==> config.mk <==
export PLATFORM = sky130hd
export DESIGN_NAME = hazard_ctrl
export DESIGN_NICKNAME = d
export VERILOG_FILES = /design/src/rtl/hazard_ctrl.sv
export SDC_FILE = /design/constraint.sdc
export NUM_CORES = 1
export LEC_CHECK = 0
export ABC_AREA = 1
export CORE_MARGIN = 5
export CORE_UTILIZATION = 46
export CTS_BUF_LIST = sky130_fd_sc_hd__clkbuf_8
export DETAILED_ROUTE_END_ITERATION = 12
export PLACE_DENSITY = 0.82
export RECOVER_POWER = 100
export SKIP_CTS_REPAIR_TIMING = 1
export SLEW_MARGIN = 0
export SYNTH_ARGS = -nofsm -noshare
export SYNTH_HDL_FRONTEND = slang
export SYNTH_SLANG_ARGS = --single-unit
==> constraint.sdc <==
create_clock -name clock -period 1.39 [get_ports clock]
set_input_delay 0.278 -clock clock [delete_from_list [all_inputs] [get_ports clock]]
set_output_delay 0.278 -clock clock [all_outputs]
set_load 0.01 [all_outputs]
==> src/rtl/hazard_ctrl.sv <==
// Pipeline interlock between the ID and EX stage registers: load/mfc0-use bubbles, HI/LO busy interlock, branch flush.
// Optional stall-cycle statistics counter is compiled in when HAZARD_STAT_EN is defined.
module hazard_ctrl #(
    parameter int REG_AW       = 5,
    parameter int LOAD_BUBBLES = 1,
    parameter int MD_LATENCY   = 32,
    parameter int CNT_W        = 6
) (
    input  logic              clock,
    input  logic              reset,
    input  logic [REG_AW-1:0] id_rs,
    input  logic [REG_AW-1:0] id_rt,
    input  logic              id_use_rs,
    input  logic              id_use_rt,
    input  logic              id_mfhilo,
    input  logic              id_md,
    input  logic [REG_AW-1:0] ex_rt,
    input  logic              ex_MemRead,
    input  logic              ex_Mfc0,
    input  logic              ex_md_start,
    input  logic              ex_branch_taken,
    output logic              PC_IFWrite,
    output logic              ID_EX_stall,
    output logic              IF_ID_flush,
    output logic              md_busy
`ifdef HAZARD_STAT_EN
    ,
    output logic [15:0]       stall_cycles
`endif
);

    typedef enum logic [0:0] {
        IDLE  = 1'b0,
        LWAIT = 1'b1
    } state_t;

    localparam logic [CNT_W-1:0] CNT_ZERO  = {CNT_W{1'b0}};
    localparam logic [CNT_W-1:0] CNT_ONE   = {{(CNT_W-1){1'b0}}, 1'b1};
    localparam logic [CNT_W-1:0] BCNT_INIT = CNT_W'(LOAD_BUBBLES - 1);
    localparam logic [CNT_W-1:0] MD_INIT   = CNT_W'(MD_LATENCY);
    localparam logic [REG_AW-1:0] REG_ZERO = {REG_AW{1'b0}};

    state_t           state_r;
    state_t           state_nxt_s;
    logic [CNT_W-1:0] bcnt_r;
    logic [CNT_W-1:0] bcnt_nxt_s;
    logic [CNT_W-1:0] mdcnt_r;
    logic             hit_s;
    logic             load_stall_s;
    logic             md_stall_s;

    // Load/mfc0-use hazard detection; register 0 is never a real producer.
    always_comb begin
        hit_s = 1'b0;
        if ((ex_MemRead | ex_Mfc0) && (ex_rt != REG_ZERO)) begin
            hit_s = (id_use_rs && (id_rs == ex_rt)) || (id_use_rt && (id_rt == ex_rt));
        end else begin
            hit_s = 1'b0;
        end
    end

    // Bubble FSM state register.
    always_ff @(posedge clock) begin
        if (!reset) begin
            state_r <= IDLE;
            bcnt_r  <= CNT_ZERO;
        end else begin
            state_r <= state_nxt_s;
            bcnt_r  <= bcnt_nxt_s;
        end
    end

    // Bubble FSM next state; a taken branch abandons the remaining bubbles.
    always_comb begin
        state_nxt_s = state_r;
        bcnt_nxt_s  = bcnt_r;
        case (state_r)
            IDLE: begin
                if (hit_s && (LOAD_BUBBLES > 1)) begin
                    state_nxt_s = LWAIT;
                    bcnt_nxt_s  = BCNT_INIT;
                end else begin
                    state_nxt_s = IDLE;
                    bcnt_nxt_s  = bcnt_r;
                end
            end
            LWAIT: begin
                if (ex_branch_taken || (bcnt_r == CNT_ONE)) begin
                    state_nxt_s = IDLE;
                    bcnt_nxt_s  = CNT_ZERO;
                end else begin
                    state_nxt_s = LWAIT;
                    bcnt_nxt_s  = bcnt_r - CNT_ONE;
                end
            end
            default: begin
                state_nxt_s = IDLE;
                bcnt_nxt_s  = CNT_ZERO;
            end
        endcase
    end

    // Mult/div busy counter: a new start always reloads, otherwise count down to zero and hold.
    always_ff @(posedge clock) begin
        if (!reset) begin
            mdcnt_r <= CNT_ZERO;
        end else if (ex_md_start) begin
            mdcnt_r <= MD_INIT;
        end else if (mdcnt_r != CNT_ZERO) begin
            mdcnt_r <= mdcnt_r - CNT_ONE;
        end else begin
            mdcnt_r <= CNT_ZERO;
        end
    end

    // Output decode; flush overrides the PC hold so the branch target is fetched.
    always_comb begin
        load_stall_s = 1'b0;
        md_stall_s   = 1'b0;
        md_busy      = 1'b0;
        ID_EX_stall  = 1'b0;
        PC_IFWrite   = 1'b1;
        IF_ID_flush  = 1'b0;
        case (state_r)
            IDLE:    load_stall_s = hit_s;
            LWAIT:   load_stall_s = 1'b1;
            default: load_stall_s = 1'b0;
        endcase
        md_busy     = (mdcnt_r != CNT_ZERO);
        md_stall_s  = md_busy && (id_mfhilo || id_md);
        ID_EX_stall = load_stall_s || md_stall_s;
        IF_ID_flush = ex_branch_taken;
        if (ex_branch_taken) begin
            PC_IFWrite = 1'b1;
        end else begin
            PC_IFWrite = !ID_EX_stall;
        end
    end

`ifdef HAZARD_STAT_EN
    logic [15:0] stat_r;

    // Saturating count of cycles in which the front end was held.
    always_ff @(posedge clock) begin
        if (!reset) begin
            stat_r <= 16'h0000;
        end else if (!PC_IFWrite && (stat_r != 16'hFFFF)) begin
            stat_r <= stat_r + 16'h0001;
        end else begin
            stat_r <= stat_r;
        end
    end

    assign stall_cycles = stat_r;
`endif

endmodule

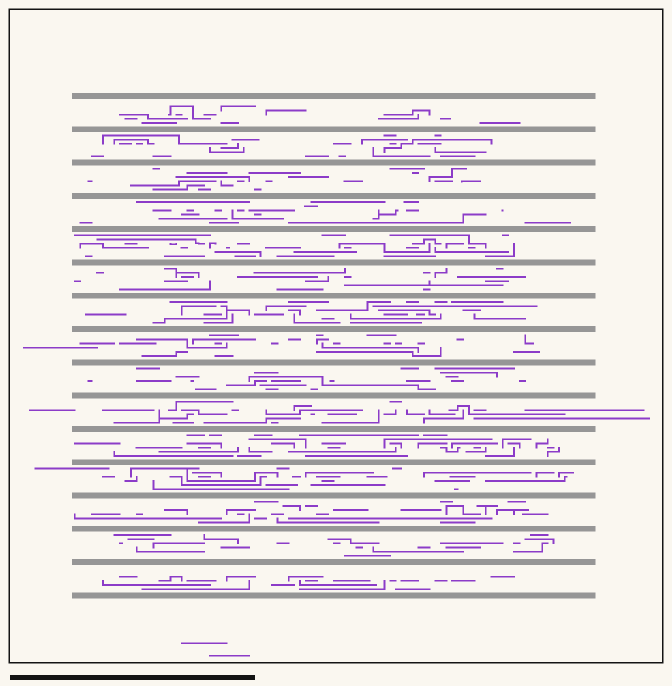
(M1 wires)
Bar = 20 µm. Supply wires on this layer in gray.
main direction = horizontal
wire length on this layer = 1070 µm
nets with wire on the layer = 200
longest straight run = 16.6 µm
share of all routed wire = 40%

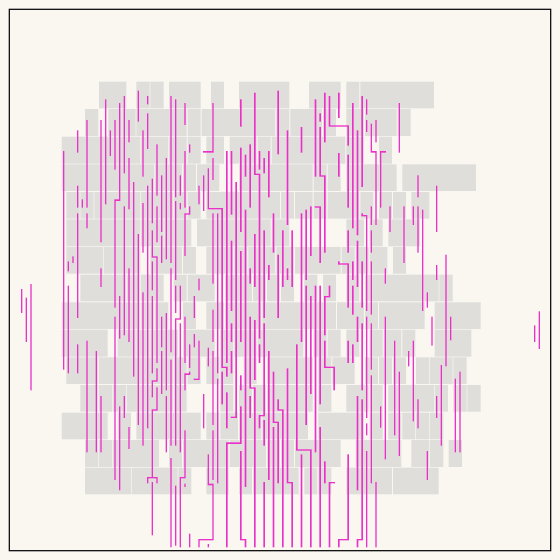
(signal wires on met2)
Cells faint in the background.
longest straight run = 27.2 µm
nets with wire on the layer = 182
wire length on this layer = 1500 µm
main direction = vertical

==> flow_summary.rst <==
Metrics
=======

.. list-table::
   :header-rows: 1

   * - Metric
     - Value
   * - Outcome
     - finished with violations
   * - Violations in the final reports
     - negative setup slack
   * - Via total after detailed routing
     - 988
   * - Pin slew with the least headroom to its limit
     - 0.2649 ns
   * - AO/OA Area Share
     - 5.959%
   * - Library cell appearing most often on the critical path
     - nand2_1
   * - Mean cell area of the mapped netlist
     - 6.105 µm²
   * - Tally of unique sky130hd cells used after synthesis
     - 17
   * - Clock tree sinks
     - 13
   * - H-tree depth reported by CTS
     - 1
   * - Uppermost routed layer
     - met4
   * - Area occupied by registers
     - 262.8 µm²
   * - Area share, top type
     - 30.23%
   * - Global-route wire length before repair
     - 3691 µm
   * - Number of enable flip-flop cells
     - 0
   * - Count of warning messages emitted by the tools
     - 29
   * - Sequential cell area fraction in the yosys report
     - 30.23%
   * - Wire length on met3
     - 94 µm
   * - Latency at later pin
     - 0.24 ns
   * - Count of port buffers added during placement
     - 28
   * - Top post-synthesis cells by count
     - nand2_1 (50), inv_1 (23), nor2_1 (20)
   * - Chip footprint
     - 2837 µm²
   * - Required time at the worst-slack endpoint
     - 1.11 ns
   * - Maximum vdd drop
     - 0.001141 V
   * - Width of the die
     - 53.26 µm
   * - List of cells traversed by the critical path
     - nor2_2 -> nand3_4 -> a21oi_2 -> nand2_1 -> nand2_1 -> buf_2
   * - First DRT Iteration DRCs
     - 23
   * - Post-route setup TNS
     - -0.3547 ns
   * - #MultiIn Comb
     - 101
   * - Remaining design rule violation count
     - 0
   * - Post-detailed-placement cell area
     - 1247 µm²
   * - Height of the die
     - 53.26 µm
   * - Core region area
     - 1745 µm²
   * - Clock tree from TritonCTS
     - yes
   * - Overall track demand over capacity in global routing
     - 17.51%
   * - Max stage delay on crit path
     - 0.33 ns
   * - Initial antenna violation count
     - 0
   * - Leakage power
     - 0.8734 nW
   * - Nonclk inv count
     - 26
   * - Total non-filler cell area in the finished layout
     - 1368 µm²
   * - Top cell type by instance count after synthesis
     - nand2_1
   * - Cell class ranked first by area
     - combinational gates
   * - Max transition margin
     - 82.29%
   * - Total Nets Final
     - 214
   * - Cell count in the Yosys report
     - 141
   * - Met1 capacity usage during global routing
     - 17.75%
   * - Maximum number of pins on one net before global-route repair
     - 8
   * - Final clock period utilization by the worst path
     - 112.1%
   * - Fraction of final layout cells sized beyond drive strength 1
     - 20.65%
   * - Via-to-Cell Ratio
     - 4.727
   * - Post-Synth Simple-Gate Area
     - 38.66%
   * - Multi-input logic portion of the cell area
     - 38.70%
   * - Tapcell count
     - 25
   * - Sum of internal, switching and leakage power
     - 1.573 mW
   * - Routed wire length on met2
     - 1500 µm
   * - CP startpoint kind
     - flop
   * - Place WS
     - -0.8265 ns
   * - Post-synthesis register bit count
     - 13
   * - Crit path arrival time
     - 1.28 ns
   * - Post-Synth XOR/XNOR Area
     - 7.122%
   * - Final setup slack of the worst path
     - -0.1675 ns
   * - RSZ-0062 raised after global routing
     - true
   * - Root buffer selected by CTS
     - clkbuf_8
   * - Grt total ovfl
     - 0
   * - Power density over cell area
     - 1150 nW/µm²
   * - Leading cell types in the layout, fill and taps excluded
     - nand2_1 (50), dlymetal6s2s_1 (20), inv_1 (19), nor2_1 (14)
   * - Antenna viol nets, final
     - 0
   * - DRT met1 WL
     - 1074 µm
   * - F_max
     - 642.1 MHz
   * - Number of antenna diodes
     - 0
   * - Max Cap Viol
     - 0
   * - Netlist Area Pre-Place
     - 860.8 µm²
   * - Count of plain and timing-repair buffers
     - 40
   * - Startpoint of the lowest-slack register-to-register path
     - bcnt_r[1]
   * - Syn Nets
     - 170
   * - MUX area fraction
     - 0%
   * - DR pass1 iterations
     - 4
   * - Comb area
     - 529.3 µm²
   * - Number of buffers added by the clock tree synthesis step
     - 3
   * - Flop Count
     - 13
   * - Number of setup violations in the final report
     - 3
   * - Origin of the worst min-delay path
     - mdcnt_r[0]
   * - Num rows
     - 15
   * - CP Capture Type
     - output pin
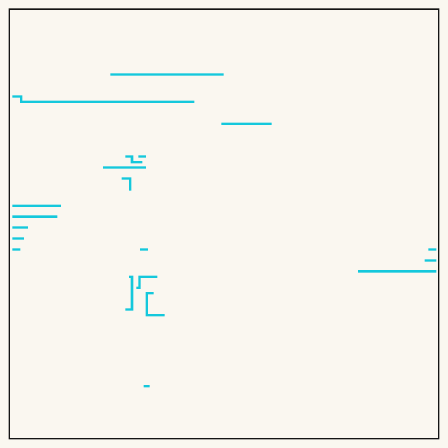
(met3 routing)
share of all routed wire = 3.5%
wire length on this layer = 94.1 µm
nets with wire on the layer = 17
longest straight run = 21.4 µm

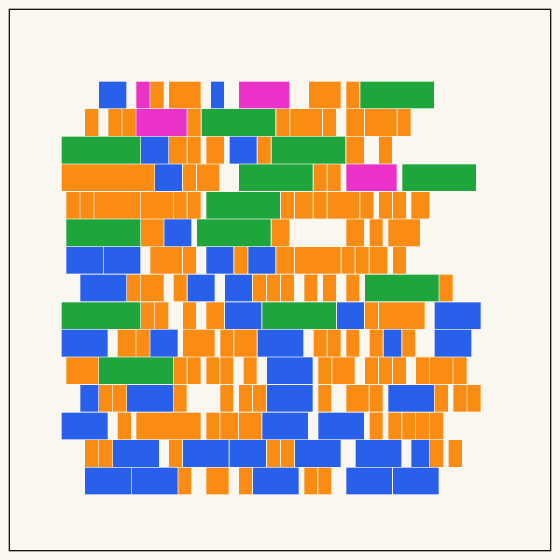
(placement by cell class)
magenta -> clock drivers and dummy loads  # cells 4, share of their area 3.4%
green -> registers  # cells 13, share of their area 20%
blue -> remaining buffers and delay cells  # cells 40, share of their area 30%
orange -> remaining logic cells  # cells 127, share of their area 47%

## state kept, by name (all words and copies together) (netlist names)
register / flops
bcnt_r: 6
mdcnt_r: 6
state_r: 1
## power breakdown
part / switching [mW] / internal (mW) / total (mW)
clock: 0.139 / 0.195 / 0.334
sequential: 0.0426 / 0.430 / 0.473
combinational: 0.383 / 0.383 / 0.766
total: 0.565 / 1.01 / 1.57
## final timing paths
check	depth (start not counted)	slack, ns	end
setup / recovery	6	-0.17	PC_IFWrite
hold / removal	1	0.41	mdcnt_r[0]
setup reg to reg	9	0.15	bcnt_r[4]
hold reg to reg	1	0.41	mdcnt_r[0]
Power and IR drop assume default switching activity.
